## config.mk

```make
export PLATFORM = sky130hd
export DESIGN_NAME = lsu
export DESIGN_NICKNAME = d
export VERILOG_FILES = /design/src/rtl/lsu_pkg.sv /design/src/rtl/lsu_align.sv /design/src/rtl/lsu.sv
export SDC_FILE = /design/constraint.sdc
export NUM_CORES = 1
export LEC_CHECK = 0
export CORE_UTILIZATION = 49
export CTS_CLUSTER_DIAMETER = 100
export DETAILED_ROUTE_END_ITERATION = 8
export HOLD_SLACK_MARGIN = 0.06
export PLACE_DENSITY = 0.9
export SLEW_MARGIN = 20
export SYNTH_ARGS = -nofsm -noshare
export SYNTH_HDL_FRONTEND = slang
export SYNTH_HIERARCHICAL = 1
export SYNTH_SLANG_ARGS = --single-unit
```

## constraint.sdc

```tcl
create_clock -name clk_i -period 11.9 [get_ports clk_i]
set_input_delay 2.38 -clock clk_i [delete_from_list [all_inputs] [get_ports clk_i]]
set_output_delay 2.38 -clock clk_i [all_outputs]
set_load 0.05 [all_outputs]
```

## src/rtl/lsu_pkg.sv

```systemverilog
// Shared types for the load/store unit: EXU->LSU and LSU->WBU bus layouts, access sizes, FSM states.
package lsu_pkg;

  localparam logic [1:0] SzB = 2'd0;
  localparam logic [1:0] SzH = 2'd1;
  localparam logic [1:0] SzW = 2'd2;

  // Field order is MSB first and must match what WBU unpacks.
  typedef struct packed {
    logic        csr_we;
    logic [31:0] final_result;
    logic        gr_we;
    logic [4:0]  rd;
    logic [11:0] csr_addr;
    logic [31:0] csr_wdata;
    logic        jmp_flag;
    logic [31:0] jmp_target;
    logic        brk;
    logic        excp_flush;
    logic        xret_flush;
  } lsu_wbu_t;

  typedef struct packed {
    logic        mem_en;
    logic        mem_we;
    logic [1:0]  mem_size;
    logic        mem_unsigned;
    logic [31:0] mem_addr;
    logic [31:0] mem_wdata;
    lsu_wbu_t    wbu;
  } exu_lsu_t;

  localparam int unsigned LsuWbuBusW = $bits(lsu_wbu_t);
  localparam int unsigned ExuLsuBusW = $bits(exu_lsu_t);

  typedef enum logic [1:0] {
    StIdle = 2'd0,
    StReq  = 2'd1,
    StWait = 2'd2,
    StDone = 2'd3
  } lsu_state_e;

endpackage

```

## src/rtl/lsu_align.sv

```systemverilog
// Byte-lane steering for stores, load extract/extend, and misalignment detection.
module lsu_align
  import lsu_pkg::*;
(
  input  logic [1:0]  size_i,
  input  logic        unsigned_i,
  input  logic [1:0]  addr_lo_i,
  input  logic [31:0] wdata_i,
  input  logic [31:0] rdata_i,
  output logic [3:0]  wmask_o,
  output logic [31:0] wdata_o,
  output logic [31:0] rdata_o,
  output logic        misaligned_o
);

  logic [31:0] sh;

  assign sh = rdata_i >> {addr_lo_i, 3'b000};

  always_comb begin
    wmask_o      = 4'b1111;
    wdata_o      = wdata_i;
    rdata_o      = sh;
    misaligned_o = 1'b0;
    case (size_i)
      SzB: begin
        wmask_o = 4'b0001 << addr_lo_i;
        wdata_o = {4{wdata_i[7:0]}};
        rdata_o = unsigned_i ? {24'b0, sh[7:0]} : {{24{sh[7]}}, sh[7:0]};
      end
      SzH: begin
        wmask_o      = 4'b0011 << addr_lo_i;
        wdata_o      = {2{wdata_i[15:0]}};
        rdata_o      = unsigned_i ? {16'b0, sh[15:0]} : {{16{sh[15]}}, sh[15:0]};
        misaligned_o = addr_lo_i[0];
      end
      default: begin
        misaligned_o = (addr_lo_i != 2'b00);
      end
    endcase
  end

endmodule

```

## src/rtl/lsu.sv

```systemverilog
// Load/store stage: one instruction at a time, at most one req/gnt/rvalid data-memory transaction.
module lsu
  import lsu_pkg::*;
#(
  parameter int unsigned AddrW = 32,
  parameter int unsigned DataW = 32
) (
  input  logic                  clk_i,
  input  logic                  rst_i,
  input  logic                  exu_valid_i,
  output logic                  lsu_ready_o,
  input  logic [ExuLsuBusW-1:0] exu_lsu_bus_i,
  output logic                  mem_req_o,
  output logic                  mem_we_o,
  output logic [AddrW-1:0]      mem_addr_o,
  output logic [DataW-1:0]      mem_wdata_o,
  output logic [3:0]            mem_wmask_o,
  input  logic                  mem_gnt_i,
  input  logic                  mem_rvalid_i,
  input  logic [DataW-1:0]      mem_rdata_i,
  input  logic                  mem_err_i,
  output logic                  lsu_valid_o,
  output logic [LsuWbuBusW-1:0] lsu_wbu_bus_o
);

  lsu_state_e  state_q, state_d;
  exu_lsu_t    in_bus, cap_q, cap_d, src;
  lsu_wbu_t    wbu_q, wbu_d;
  logic [3:0]  wmask;
  logic [31:0] wdata, load_data;
  logic        misaligned, in_req;
  logic        go_done, fault, use_rdata;

  assign in_bus = exu_lsu_t'(exu_lsu_bus_i);
  // In IDLE decisions are made on the incoming bus; afterwards on the captured copy.
  assign src    = (state_q == StIdle) ? in_bus : cap_q;

  lsu_align u_align (
    .size_i       (src.mem_size),
    .unsigned_i   (src.mem_unsigned),
    .addr_lo_i    (src.mem_addr[1:0]),
    .wdata_i      (src.mem_wdata),
    .rdata_i      (32'(mem_rdata_i)),
    .wmask_o      (wmask),
    .wdata_o      (wdata),
    .rdata_o      (load_data),
    .misaligned_o (misaligned)
  );

  always_comb begin
    state_d   = state_q;
    cap_d     = cap_q;
    wbu_d     = wbu_q;
    go_done   = 1'b0;
    fault     = 1'b0;
    use_rdata = 1'b0;
    unique case (state_q)
      StIdle: begin
        if (exu_valid_i) begin
          cap_d = in_bus;
          if (!in_bus.mem_en) begin
            go_done = 1'b1;
          end else if (misaligned) begin
            go_done = 1'b1;
            fault   = 1'b1;
          end else begin
            state_d = StReq;
          end
        end
      end
      StReq: begin
        if (mem_gnt_i) begin
          if (mem_rvalid_i) begin
            go_done   = 1'b1;
            use_rdata = 1'b1;
            fault     = mem_err_i;
          end else begin
            state_d = StWait;
          end
        end
      end
      StWait: begin
        if (mem_rvalid_i) begin
          go_done   = 1'b1;
          use_rdata = 1'b1;
          fault     = mem_err_i;
        end
      end
      StDone:  state_d = StIdle;
      default: state_d = StIdle;
    endcase

    if (go_done) begin
      state_d = StDone;
      wbu_d   = src.wbu;
      if (use_rdata && !src.mem_we && !fault) begin
        wbu_d.final_result = load_data;
      end
      if (fault) begin
        wbu_d.excp_flush = 1'b1;
        wbu_d.gr_we      = 1'b0;
        wbu_d.csr_we     = 1'b0;
      end
    end
  end

  always_ff @(posedge clk_i or posedge rst_i) begin
    if (rst_i) begin
      state_q <= StIdle;
      cap_q   <= '0;
      wbu_q   <= '0;
    end else begin
      state_q <= state_d;
      cap_q   <= cap_d;
      wbu_q   <= wbu_d;
    end
  end

  assign in_req        = (state_q == StReq);
  assign mem_req_o     = in_req;
  assign mem_we_o      = in_req & cap_q.mem_we;
  assign mem_addr_o    = in_req ? AddrW'({cap_q.mem_addr[31:2], 2'b00}) : '0;
  assign mem_wdata_o   = in_req ? DataW'(wdata) : '0;
  assign mem_wmask_o   = in_req ? wmask : 4'b0000;
  assign lsu_ready_o   = (state_q == StIdle) && !rst_i;
  assign lsu_valid_o   = (state_q == StDone);
  assign lsu_wbu_bus_o = wbu_q;

endmodule

```

==> notes.md, run 1 <==
Notes on the flow outputs.

- The total count of max-transition violations in the final report is 0.
- The run finished with clean final reports.
- After detailed routing, the average wire length per cell comes to 20.8 um.
- The worst path in the final design needs a cycle of 7.96 ns, including I/O delays and setup.
- The number of global-route vias before repair came to 12,300.
- The share of the synthesized area in the top cell type reads 49.4%.
- For the worst reg-to-reg path, the startpoint reported by OpenROAD is state_q[0]$_DFFE_PP0P_.
- Sorting the synthesized cells by how often they occur yields sky130_fd_sc_hd__dfrtp_1, sky130_fd_sc_hd__mux2_2, sky130_fd_sc_hd__nand2_1.
- The floorplan has about 64 rows.
- The clock-pin slew reported for the worst setup and hold paths after clock tree synthesis is 0.06 ns.
- On the critical path the data arrives at 5.58 ns.
- The final sum of negative setup slack is 0 ns.
- Global routing consumed, on the met3 layer, 7.88% of the routing resources.
- The total of endpoints with negative setup slack in the final report is 0.
- The floorplan step defined a die boundary enclosing 32,600 um2.
- For flop-to-flop paths, the worst setup slack is roughly 6.8 ns.
- The aggregate global routing overflow reads 0.
- The maximum number of pins on one net before global-route repair is 192.
- The share of post-route cells with drive strength above 1 reads 21.7%.
- The final critical path takes up 66.9% of the cycle.
- The post-synth count of flops with an enable pin is 0.
- The total of hold buffers inserted after clock tree synthesis is 0.
- The area of the mapped netlist reads 15,600 um2.
- The filler cell count in the final layout is 2,160.
- The sequential-to-total area share from yosys stat reads about half.
- The wire length of the first global-routing pass is between 60,000 and 70,000 um.
## run 1: layer usage
layer / wire [um] / vias up
met4: 1750 / 2
met3: 3780 / 100
met5: 9 / -
met1: 16600 / 5939
met2: 21700 / 457
li1: - / 5433
## run 1: flip-flops by register name, indices dropped and copies added (netlist names)
register / flops
lsu_wbu_bus_o: 119
state_q: 2
cap_q: 187
## run 1: where the power goes
part,internal (mW),total [mW],switching (mW)
combinational,1.51,3.91,2.40
clock,0.658,1.09,0.436
sequential,1.57,1.85,0.280
## run 1: metrics by stage
| stage | total power [mW] | util [%] |
|---|---|---|
| after detailed placement | 5.74 | 63.6 |
| final | 6.86 | 67.4 |
| after CTS | 6.88 | 67.3 |
| after global routing | 7.21 | 67.4 |
| after global placement | 5.62 | 63.6 |
| after floorplan | 4.67 | - |
## run 1: final cells by class
class	instances	area share [%]
Antenna cell	5	0.0599
Clock buffer	46	4.58
Clock inverter	15	0.959
Inverter	8	0.180
Multi-Input combinational cell	910	34.7
Sequential cell	308	36.9
Tap cell	396	2.37
Timing Repair Buffer	424	20.3
## run 1: layout by cell type, fill, tap and decap left out, types with 4 or more instances in the layout
cell type                         netlist  layout
sky130_fd_sc_hd__dfrtp_1              308     308
sky130_fd_sc_hd__clkbuf_16              0      35
sky130_fd_sc_hd__o21ai_0               11      11
sky130_fd_sc_hd__and2_1                67      67
sky130_fd_sc_hd__o21ai_1               88      88
sky130_fd_sc_hd__buf_4                 16       9
sky130_fd_sc_hd__nand2b_1              34      34
sky130_fd_sc_hd__mux2_2               242     242
sky130_fd_sc_hd__mux2i_1              101     101
sky130_fd_sc_hd__o211ai_2              30      30
sky130_fd_sc_hd__nand4_1               32      32
sky130_fd_sc_hd__inv_1                  8       7
sky130_fd_sc_hd__clkbuf_1              33       7
sky130_fd_sc_hd__clkdlybuf4s50_1        0     414
sky130_fd_sc_hd__a211oi_1               7       7
sky130_fd_sc_hd__a21oi_1                8       8
sky130_fd_sc_hd__o211ai_1              34      34
sky130_fd_sc_hd__nand3_1                6       6
sky130_fd_sc_hd__a21oi_2                7       7
sky130_fd_sc_hd__a2bb2oi_1              7       7
sky130_fd_sc_hd__nand3_2               10      10
sky130_fd_sc_hd__nor2_1                 6       6
sky130_fd_sc_hd__nand2_1              172     171
sky130_fd_sc_hd__diode_2                0       5
sky130_fd_sc_hd__nor2b_1               13      13
sky130_fd_sc_hd__clkinv_2               0       8
sky130_fd_sc_hd__bufinv_16              0       4
sky130_fd_sc_hd__clkbuf_8               0       4
## run 1: worst paths after layout
path | to
worst max-delay path | mem_wdata_o[10]
worst min-delay path | lsu_wbu_bus_o[118]$_DFFE_PP0P_
worst max register to register | lsu_wbu_bus_o[0]$_DFFE_PP0P_
worst min register to register | lsu_wbu_bus_o[118]$_DFFE_PP0P_
max in group asynchronous | cap_q[51]$_DFFE_PP0P_
min in group asynchronous | lsu_wbu_bus_o[10]$_DFFE_PP0P_
## run 1: cells by family after synthesis
family	share of synthesized area, %
compound gates	10.0
mux	24.1
other cells	0.0240
buf+inv	4.56
simple gates	11.6
fa+ha+maj	0.321
flops	49.4
## run 1: critical path: cells and delay by family
family        cells  cell delay, ns
mux               1            0.64
buf+inv           2            1.38
simple gates      4            1.16
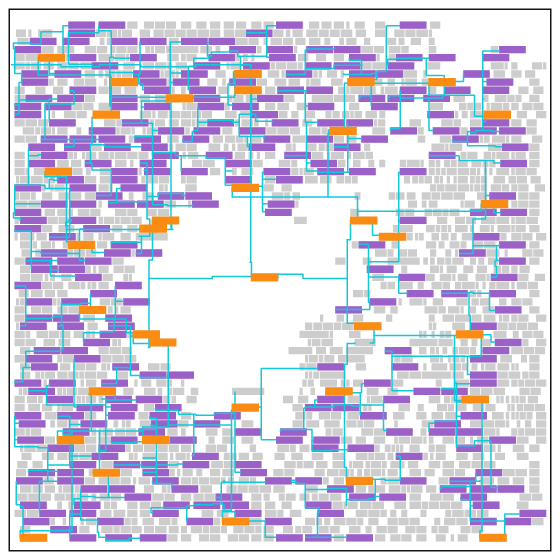
Run 1: clock network drawn from the DEF
Key: cyan = clock wires [length 3,950 um]; purple = flip-flops [count 308]; orange = cells driving clock nets [count 35]
Position of the flops: all over the die.

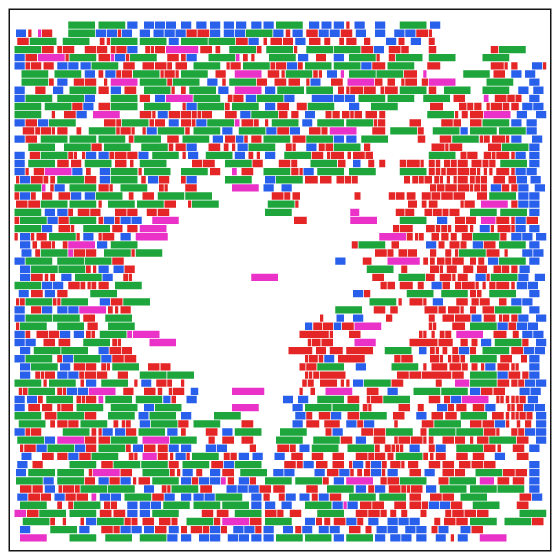
Run 1: cells coloured by class
Key: red = all other logic [cells 918]; magenta = clock drivers and dummy loads [cells 61]; green = flops [cells 308]; blue = other buffers and delay cells [cells 424]

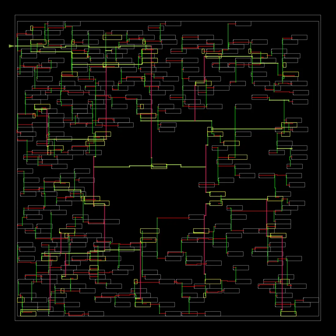
Run 1: clock wiring as the flow saved it
clock group power: 1.09 mW
CTS Buf Count: 35
Worst Skew: 0.0183 ns
latest clock arrival within the worst-skew pair: 0.51 ns

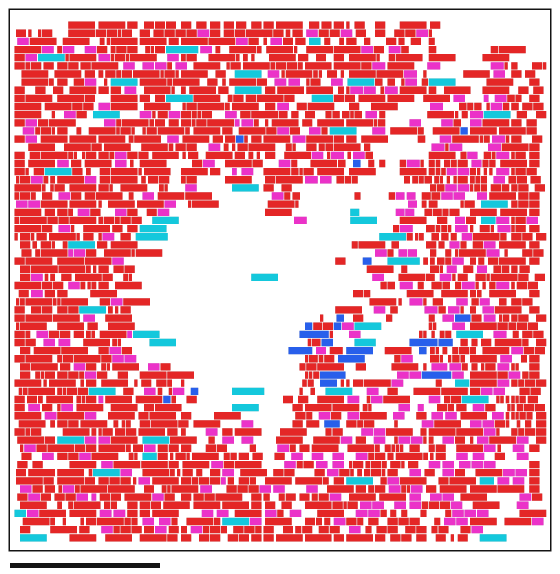
Run 1: cells by drive strength
Bar = 50 um.
Key: blue = drive 3 to 4 [cells 22, share 1.3%, most used buf_4]; red = drive 1 or less [cells 1,339, share 78%, most used clkdlybuf4s50_1]; cyan = drive 6 and up [cells 48, share 2.8%, most used clkbuf_16]; magenta = drive 2 [cells 302, share 18%, most used mux2_2]
count of plain and timing-repair buffers: 424
worst path setup slack after routing: 3.94 ns

Run 1, sequential cells coloured by netlist name:
Bar = 50 um. Other cells in grey.
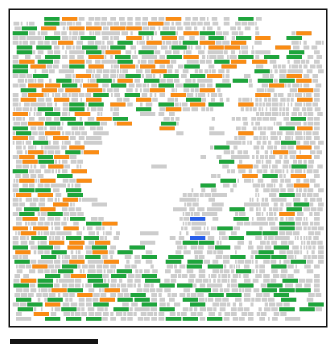

## Run 2: what changed since run 1
--- a/config.mk
+++ b/config.mk
@@ -5,11 +5,11 @@
 export SDC_FILE = /design/constraint.sdc
 export NUM_CORES = 1
 export LEC_CHECK = 0
-export CORE_UTILIZATION = 49
+export CORE_UTILIZATION = 45
 export CTS_CLUSTER_DIAMETER = 100
 export DETAILED_ROUTE_END_ITERATION = 8
 export HOLD_SLACK_MARGIN = 0.06
-export PLACE_DENSITY = 0.9
+export PLACE_DENSITY = 0.87
 export SLEW_MARGIN = 20
 export SYNTH_ARGS = -nofsm -noshare
 export SYNTH_HDL_FRONTEND = slang
==> constraint.sdc (replaced) <==
create_clock -name clk_i -period 7 [get_ports clk_i]
set_input_delay 1.4 -clock clk_i [delete_from_list [all_inputs] [get_ports clk_i]]
set_output_delay 1.4 -clock clk_i [all_outputs]
set_load 0.05 [all_outputs]
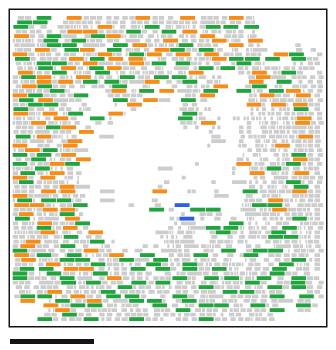
Run 2: sequential cells coloured by netlist name
Bar = 50 um. Other cells in grey.
Key: green = cap_q [flops 187, where all over the die]; blue = state_q [flops 2]; orange = lsu_wbu_bus_o [flops 119, where all over the die]
Power Sequential: 3.14 mW
Core Util, Final: 61.9%

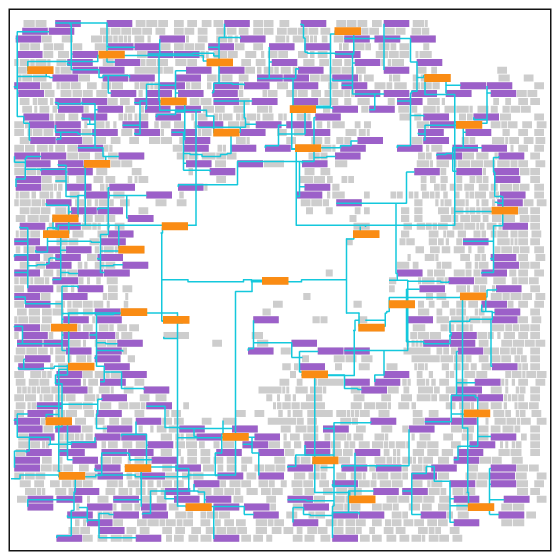
Run 2: clock network drawn from the DEF
Key: orange = cells driving clock nets [count 35]; purple = flip-flops [count 308]; cyan = clock wires [length 3,990 um]
Position of the flops: all over the die.

==> run 2 against run 1 <==
Against the previous run: final cell count is 2.7% higher; worst setup slack worse by 2.9 ns; first-iteration DRC count is 17% lower; register-to-register slack worse by 4.8 ns; global-route usage is 2.1 points lower; synthesized area stayed put; largest cell class unchanged; worst hold slack better by 0.0018 ns; core utilization is 5.5 points lower.
==> notes.md, run 2 <==
Notes on the flow outputs.

- The number of global-route vias before repair came to 12,400 (+1.1%).
- The layout overhead on the synthesized area is 34.3%.
- The average routed wire per standard cell is 20.3 um (-2.1%).
- The post-route clock period utilization is 85.2%.
- The register with the most flip-flops reads cap_q.
- The area of the chip came to 35,400 um2 (+8.8%).
- The filler cell count in the final layout came to 2,640 (+22%).
- The final sum of negative setup slack reads 0 ns (unchanged).
- The minimum period implied by the final worst setup slack is around 6.0 ns.
- The CTS buffer count was 35 (unchanged).
- The area fraction in mux cells is 24.1% (unchanged).
- The number of enable-type register cells in the synthesized netlist reads 0 (unchanged).
- The floorplan row count is 67 (+4.7%).
- The fraction of the mapped netlist area in adder cells is 0.321% (unchanged).
- The share of the synthesized area in the top cell type is 49.4% (unchanged).
- The kind of cell adding the most delay to the critical path is buffers and inverters.
- For reference, the top cells by count after synthesis are sky130_fd_sc_hd__dfrtp_1, sky130_fd_sc_hd__mux2_2, sky130_fd_sc_hd__nand2_1.
- The buffer-and-inverter tally for the worst setup path reads 2 (unchanged).
- The insertion delay at the late pin of the worst-skew pair reads 0.51 ns (about the same).
- The combinational family with the most area after synthesis reads multiplexers.
- The flow ran to the end, and the final reports show no timing, DRC or antenna violations.
- The total of endpoints with negative setup slack in the final report is 0 (unchanged).
- The fraction of synthesized cell area in xor and xnor cells is 0% (unchanged).
- The share of post-route cells with drive strength above 1 is 21.9% (+0.17 points).
- The ratio of routed vias to standard cells reads 5.48.
- The area of the mapped netlist reads 15,600 um2 (unchanged).
- The maximum number of pins on one net before global-route repair is 185 (-3.6%).
- The endpoint arrival time on the critical path is 4.57 ns (-1.01 ns).
- The simple-gate share of the synthesized area is 11.6% (unchanged).
- The wire length of the first global-routing pass is 68,400 um (+0.31%).
- The total count of max-transition violations in the final report is 0 (unchanged).
- The number of flip-flops in the largest register reads 187 (unchanged).
- The top cell types in the final layout, fill and taps aside, are sky130_fd_sc_hd__clkdlybuf4s50_1, sky130_fd_sc_hd__dfrtp_1, sky130_fd_sc_hd__mux2_2, sky130_fd_sc_hd__nand2_1, sky130_fd_sc_hd__mux2i_1.
- The AND-OR/OR-AND share of the synthesized area reads 10.0% (unchanged).
- The total of hold buffers inserted after clock tree synthesis is 0 (unchanged).
- The final setup skew was 0.0116 ns (-0.00672 ns).
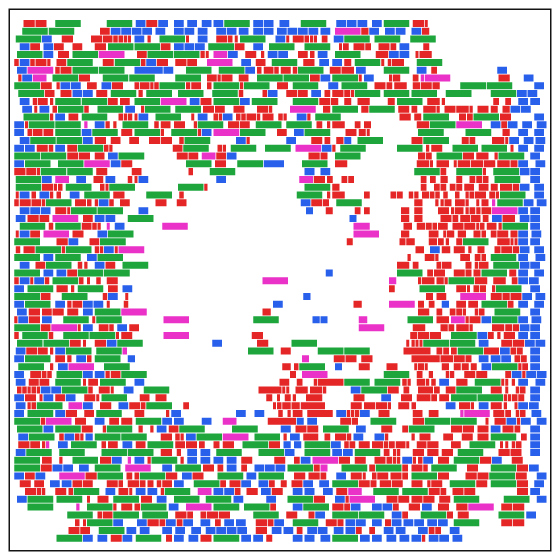
Run 2: cells coloured by class
Key: green = flops [cells 308]; red = all other logic [cells 918]; blue = other buffers and delay cells [cells 430]; magenta = clock drivers and dummy loads [cells 60]

[run 2: cell count changes in the layout (fill, tap and decap cells not counted)]
cell / change
sky130_fd_sc_hd__clkinv_8: +1
sky130_fd_sc_hd__clkinv_2: -7
sky130_fd_sc_hd__inv_8: -2
sky130_fd_sc_hd__buf_16: +1
sky130_fd_sc_hd__diode_2: -1
sky130_fd_sc_hd__buf_4: +5
sky130_fd_sc_hd__clkinvlp_4: +4
sky130_fd_sc_hd__inv_16: -1
sky130_fd_sc_hd__clkbuf_8: +6
sky130_fd_sc_hd__clkbuf_16: +1
sky130_fd_sc_hd__clkbuf_1: +1
sky130_fd_sc_hd__bufinv_16: -4
[run 2: worst min-delay path: cells and delay by family (launching register included)]
kind	cells	cell delay (ns)
AND-OR/OR-AND	1	0.06
flip-flops	1	0.34
AND/OR/NAND/NOR	1	0.05
[run 2: metrics by stage]
step                std cells  setup WS (ns)  power, mW  utilization, %
finish                   2168           1.03       11.6            61.9
global route             2167          0.802       12.2            61.9
CTS                      2163          0.999       11.7            61.8
detailed placement       2103           1.01       9.80            58.5
global placement         2103           1.07       9.59            58.5
floorplan                1344           1.50       7.95               -
[run 2: worst paths after layout]
path / startpoint / end / slack [ns] / depth (start not counted)
worst min-delay path: lsu_wbu_bus_o[38]$_DFFE_PP0P_ / lsu_wbu_bus_o[38]$_DFFE_PP0P_ / 0.48 / 2
worst max-delay path: exu_lsu_bus_i[185] / mem_wdata_o[15] / 1.03 / 7
min in group asynchronous: rst_i / cap_q[91]$_DFFE_PP0P_ / 1.28 / 2
worst max register to register: state_q[0]$_DFFE_PP0P_ / lsu_wbu_bus_o[116]$_DFFE_PP0P_ / 2.06 / 10
max in group asynchronous: rst_i / cap_q[68]$_DFFE_PP0P_ / 4.42 / 4
worst min register to register: lsu_wbu_bus_o[38]$_DFFE_PP0P_ / lsu_wbu_bus_o[38]$_DFFE_PP0P_ / 0.48 / 2
[run 2: routing by layer]
layer	vias up	track usage (%)	share of wire (%)
met4	0	9.41	3.8
met3	97	6.89	8.5
li1	5439	-	-
met1	5921	29.0	39
met5	-	0	0
met2	427	41.6	49
[run 2: cells by family after synthesis]
group                    Yosys count
AND-OR/OR-AND                    209
multiplexers                     345
other                              1
buffers and inverters            126
flip-flops                       308
AND/OR/NAND/NOR                  350
adder cells (fa/ha/maj)            4
[run 2: report_power, final]
part	internal (mW)	switching, mW
logic	2.59	4.10
clock network	1.05	0.724
registers	2.67	0.469
[run 2: final cells by class]
| type | count | area share [%] |
|---|---|---|
| flip-flops and latches | 308 | 36.8 |
| multi-input cells | 910 | 34.5 |
| repair buffers | 430 | 20.5 |
| clock buffers | 54 | 5.10 |
| well taps | 448 | 2.67 |
| clock inverters | 6 | 0.251 |
| inverters | 8 | 0.161 |
| diodes | 4 | 0.0477 |
Run 2, cells by drive strength:
Bar = 50 um.
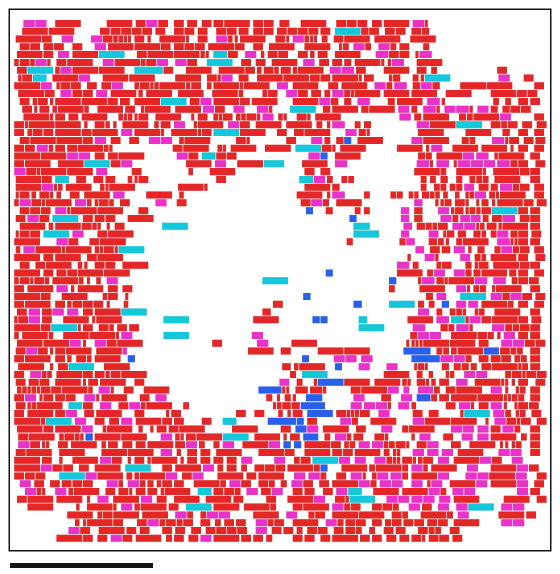

## Run 3: what changed since run 2
--- a/config.mk
+++ b/config.mk
@@ -5,12 +5,13 @@
 export SDC_FILE = /design/constraint.sdc
 export NUM_CORES = 1
 export LEC_CHECK = 0
+export CORE_ASPECT_RATIO = 1.5
 export CORE_UTILIZATION = 45
 export CTS_CLUSTER_DIAMETER = 100
 export DETAILED_ROUTE_END_ITERATION = 8
 export HOLD_SLACK_MARGIN = 0.06
 export PLACE_DENSITY = 0.87
-export SLEW_MARGIN = 20
+export SKIP_CTS_REPAIR_TIMING = 1
 export SYNTH_ARGS = -nofsm -noshare
 export SYNTH_HDL_FRONTEND = slang
 export SYNTH_HIERARCHICAL = 1
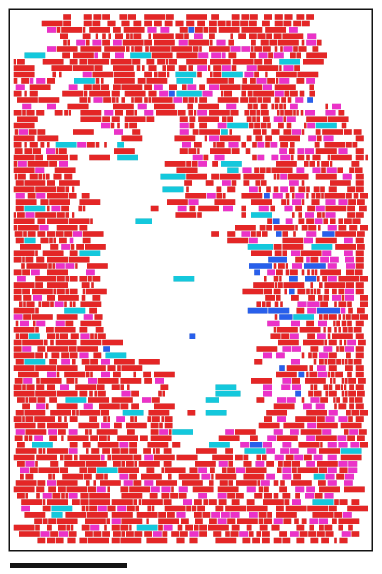
Run 3: cells by drive strength
Bar = 50 um.
Key: cyan = drive 6 and up [cells 48, share 2.8%, most used clkbuf_16]; red = drive 1 or less [cells 1,339, share 78%, most used clkdlybuf4s50_1]; blue = drive 3 to 4 [cells 24, share 1.4%, most used buf_4]; magenta = drive 2 [cells 301, share 18%, most used mux2_2]
synthesis-to-layout area growth: 34.0%
final cell area excluding filler cells: 20,900 um2

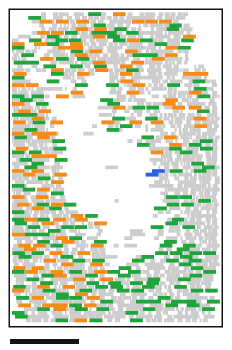
Run 3: sequential cells coloured by netlist name
Bar = 50 um. Other cells in grey.
Key: blue = state_q [flops 2]; orange = lsu_wbu_bus_o [flops 119, where all over the die]; green = cap_q [flops 187, where all over the die]

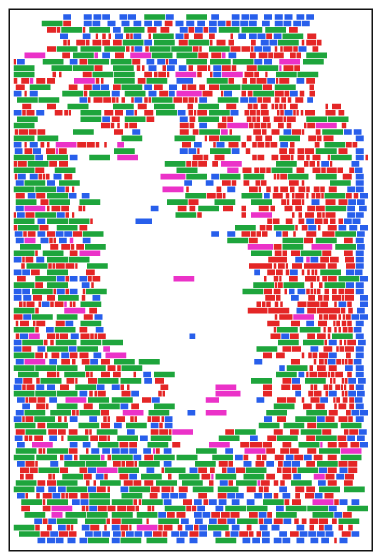
Run 3: cells coloured by class
Key: green = flops [cells 308]; blue = other buffers and delay cells [cells 426]; red = all other logic [cells 918]; magenta = clock drivers and dummy loads [cells 60]
standard-cell row count: 83
core outline area: 34,200 um2
Core Util, Final: 61.2%
sequential cell area share: 36.8%

==> run 3 against run 2 <==
Against the previous run: global-route usage rose by 0.11 points; worst setup slack improved by 0.35 ns; synthesized area unchanged; via count down 0.88%; flip-flop count stayed put; first-iteration DRC count decreased by 14%; critical endpoint is now mem_wdata_o[11]; synthesized cell count unchanged; largest cell class unchanged; clock-buffer cell count fell by 8; highest routed layer is now met5; wire length shrank 1.7%.
==> notes.md, run 3 <==
Notes on the flow outputs.

- The run finished with clean final reports.
- The post-route clock period utilization came to 80.2% (-5.0 points).
- The register with the most flip-flops reads cap_q.
- The insertion delay at the late pin of the worst-skew pair is 0.53 ns (+0.02 ns).
- The wire length of the first global-routing pass is 68,100 um (-0.50%).
- The cell depth of the worst min-delay path reads 2 (unchanged).
- The maximum number of pins on one net before global-route repair was 179 (-3.2%).
- The internal power component reads 6.35 mW (+0.68%).
- The highest metal layer carrying signal wires in the routed design is met5.
- The share of total power in the clock network reads 15.9% (+0.6 points).
- The setup slack of the most critical reg-to-reg path reads 3.00 ns (+0.94 ns).
- The number of enable-type register cells in the synthesized netlist is 0 (unchanged).
- The startpoint of the most critical register-to-register path is state_q[0]$_DFFE_PP0P_.
- The final setup skew is 0.0304 ns (+0.0188 ns).
- The number of global-route vias before repair was 12,400 (-0.44%).
- The non-filler instance count after layout reads 2,146 (-1.0%).
- The switching power as a share of total power is 45.2% (-0.39 points).
- The sequential group share of total power reads 27.0% (about the same).
- STA lists the endpoint of the worst register-to-register path as lsu_wbu_bus_o[87]$_DFFE_PP0P_.
- The sum of routed wire segments on met1 is 15,900 um (-6.6%).
- Yosys reports that the most numerous cell types are sky130_fd_sc_hd__dfrtp_1, sky130_fd_sc_hd__mux2_2, sky130_fd_sc_hd__nand2_1.
- The number of cells traversed by the worst register-to-register path came to 9 (-1).
- STA lists the startpoint of the worst hold path as lsu_wbu_bus_o[45]$_DFFE_PP0P_.
- The number of flip-flops in the largest register is 187 (unchanged).
- The endpoint arrival time on the critical path reads 4.21 ns (-0.36 ns).
- The sum of met2 wire segment lengths after detailed routing reads 22,000 um (+1.8%).
- The minimum period implied by the final worst setup slack is 5.61 ns (-0.351 ns).
- The total of endpoints with negative setup slack in the final report reads 0 (unchanged).
- The flip-flop cell with the highest count after synthesis reads sky130_fd_sc_hd__dfrtp_1.
- The post-placement cell count reads 2,077 (-1.2%).
- The average routed wire per standard cell is 20.2 um (-0.72%).
- Setup repair after global routing left no endpoint under its margin.
- The buffer-and-inverter tally for the worst setup path reads 2 (unchanged).
- The share of the synthesized area in the top cell type is 49.4% (unchanged).
- The logic gate share of total power is 57.1% (-0.5 points).
- Looking at the hold checks, the worst path lands on lsu_wbu_bus_o[45]$_DFFE_PP0P_.
- The share of post-route cells with drive strength above 1 was 21.8% (-0.12 points).
- The power spent charging and discharging nets reads 5.25 mW (-0.91%).
- The routed wire length on met3 reads 2720 um (-27%).
- In the layout the commonest cells are sky130_fd_sc_hd__clkdlybuf4s50_1, sky130_fd_sc_hd__dfrtp_1, sky130_fd_sc_hd__mux2_2, sky130_fd_sc_hd__nand2_1, sky130_fd_sc_hd__mux2i_1.
- The kind of cell adding the most delay to the critical path reads buffers and inverters.
## run 3: power by group through the flow
stage          combinational [mW]  sequential (mW)  clock, mW
6_report                     6.63             3.13       1.84
5_1_grt                      7.04             3.23       1.96
4_1_cts                      6.65             3.13       1.89
3_5_place_dp                 6.62             3.15          0
3_3_place_gp                 6.48             3.08          0
2_1_floorplan                3.84             4.11          0
## run 3: final cells by class
class                           instances  area (um2)
Fill cell                            2668       13200
Tap cell                              425         532
Inverter                                8        33.8
Timing Repair Buffer                  426        4260
Clock inverter                         14         193
Antenna cell                            9        22.5
Sequential cell                       308        7710
Multi-Input combinational cell        910        7230
Clock buffer                           46         946
## run 3: layer usage
layer	track usage (%)	up-vias
li1	-	5430
met1	27.5	5784
met2	42.2	428
met3	5.45	134
met4	14.8	4
met5	0	-
## run 3: cell families (layout without fill, tap and decap cells)
kind of cell	after synthesis	after routing	share of synthesized area (%)
multiplexers	345	345	24.1
AND-OR/OR-AND	209	209	10.0
buffers and inverters	126	494	4.56
flip-flops	308	308	49.4
AND/OR/NAND/NOR	350	350	11.6
other	1	11	0.0240
adder cells (fa/ha/maj)	4	4	0.321
## run 3: worst reg2reg max path: stages, from the launching register on
cell	delay, ns
sky130_fd_sc_hd__dfrtp_1	0.41
sky130_fd_sc_hd__inv_1	0.14
sky130_fd_sc_hd__ha_4	0.26
sky130_fd_sc_hd__mux2_2	0.65
sky130_fd_sc_hd__o21ai_0	0.27
sky130_fd_sc_hd__nand2_1	0.15
sky130_fd_sc_hd__a41o_1	0.27
sky130_fd_sc_hd__nand2_1	0.81
sky130_fd_sc_hd__and2_4	0.70
sky130_fd_sc_hd__o211ai_2	0.20
## run 3: worst max path at each step
stage / endpoint / slack (ns) / start / depth (start not counted)
floorplan: cap_q[0]$_DFFE_PP0P_ / 1.50 / rst_i / 1
global placement: mem_wdata_o[10] / 1.47 / exu_lsu_bus_i[184] / 7
detailed placement: mem_wdata_o[12] / 1.43 / exu_lsu_bus_i[184] / 7
CTS: mem_wdata_o[12] / 1.42 / exu_lsu_bus_i[184] / 7
global route: mem_wdata_o[14] / 1.26 / exu_lsu_bus_i[184] / 7
finish: mem_wdata_o[11] / 1.39 / exu_lsu_bus_i[184] / 7
## run 3: through the flow
step / setup WS, ns / total power, mW
floorplan: 1.50 / 7.95
global placement: 1.47 / 9.57
detailed placement: 1.43 / 9.77
CTS: 1.42 / 11.7
global route: 1.26 / 12.2
finish: 1.39 / 11.6
No activity file was given, so power comes from the tool's default toggle rates.
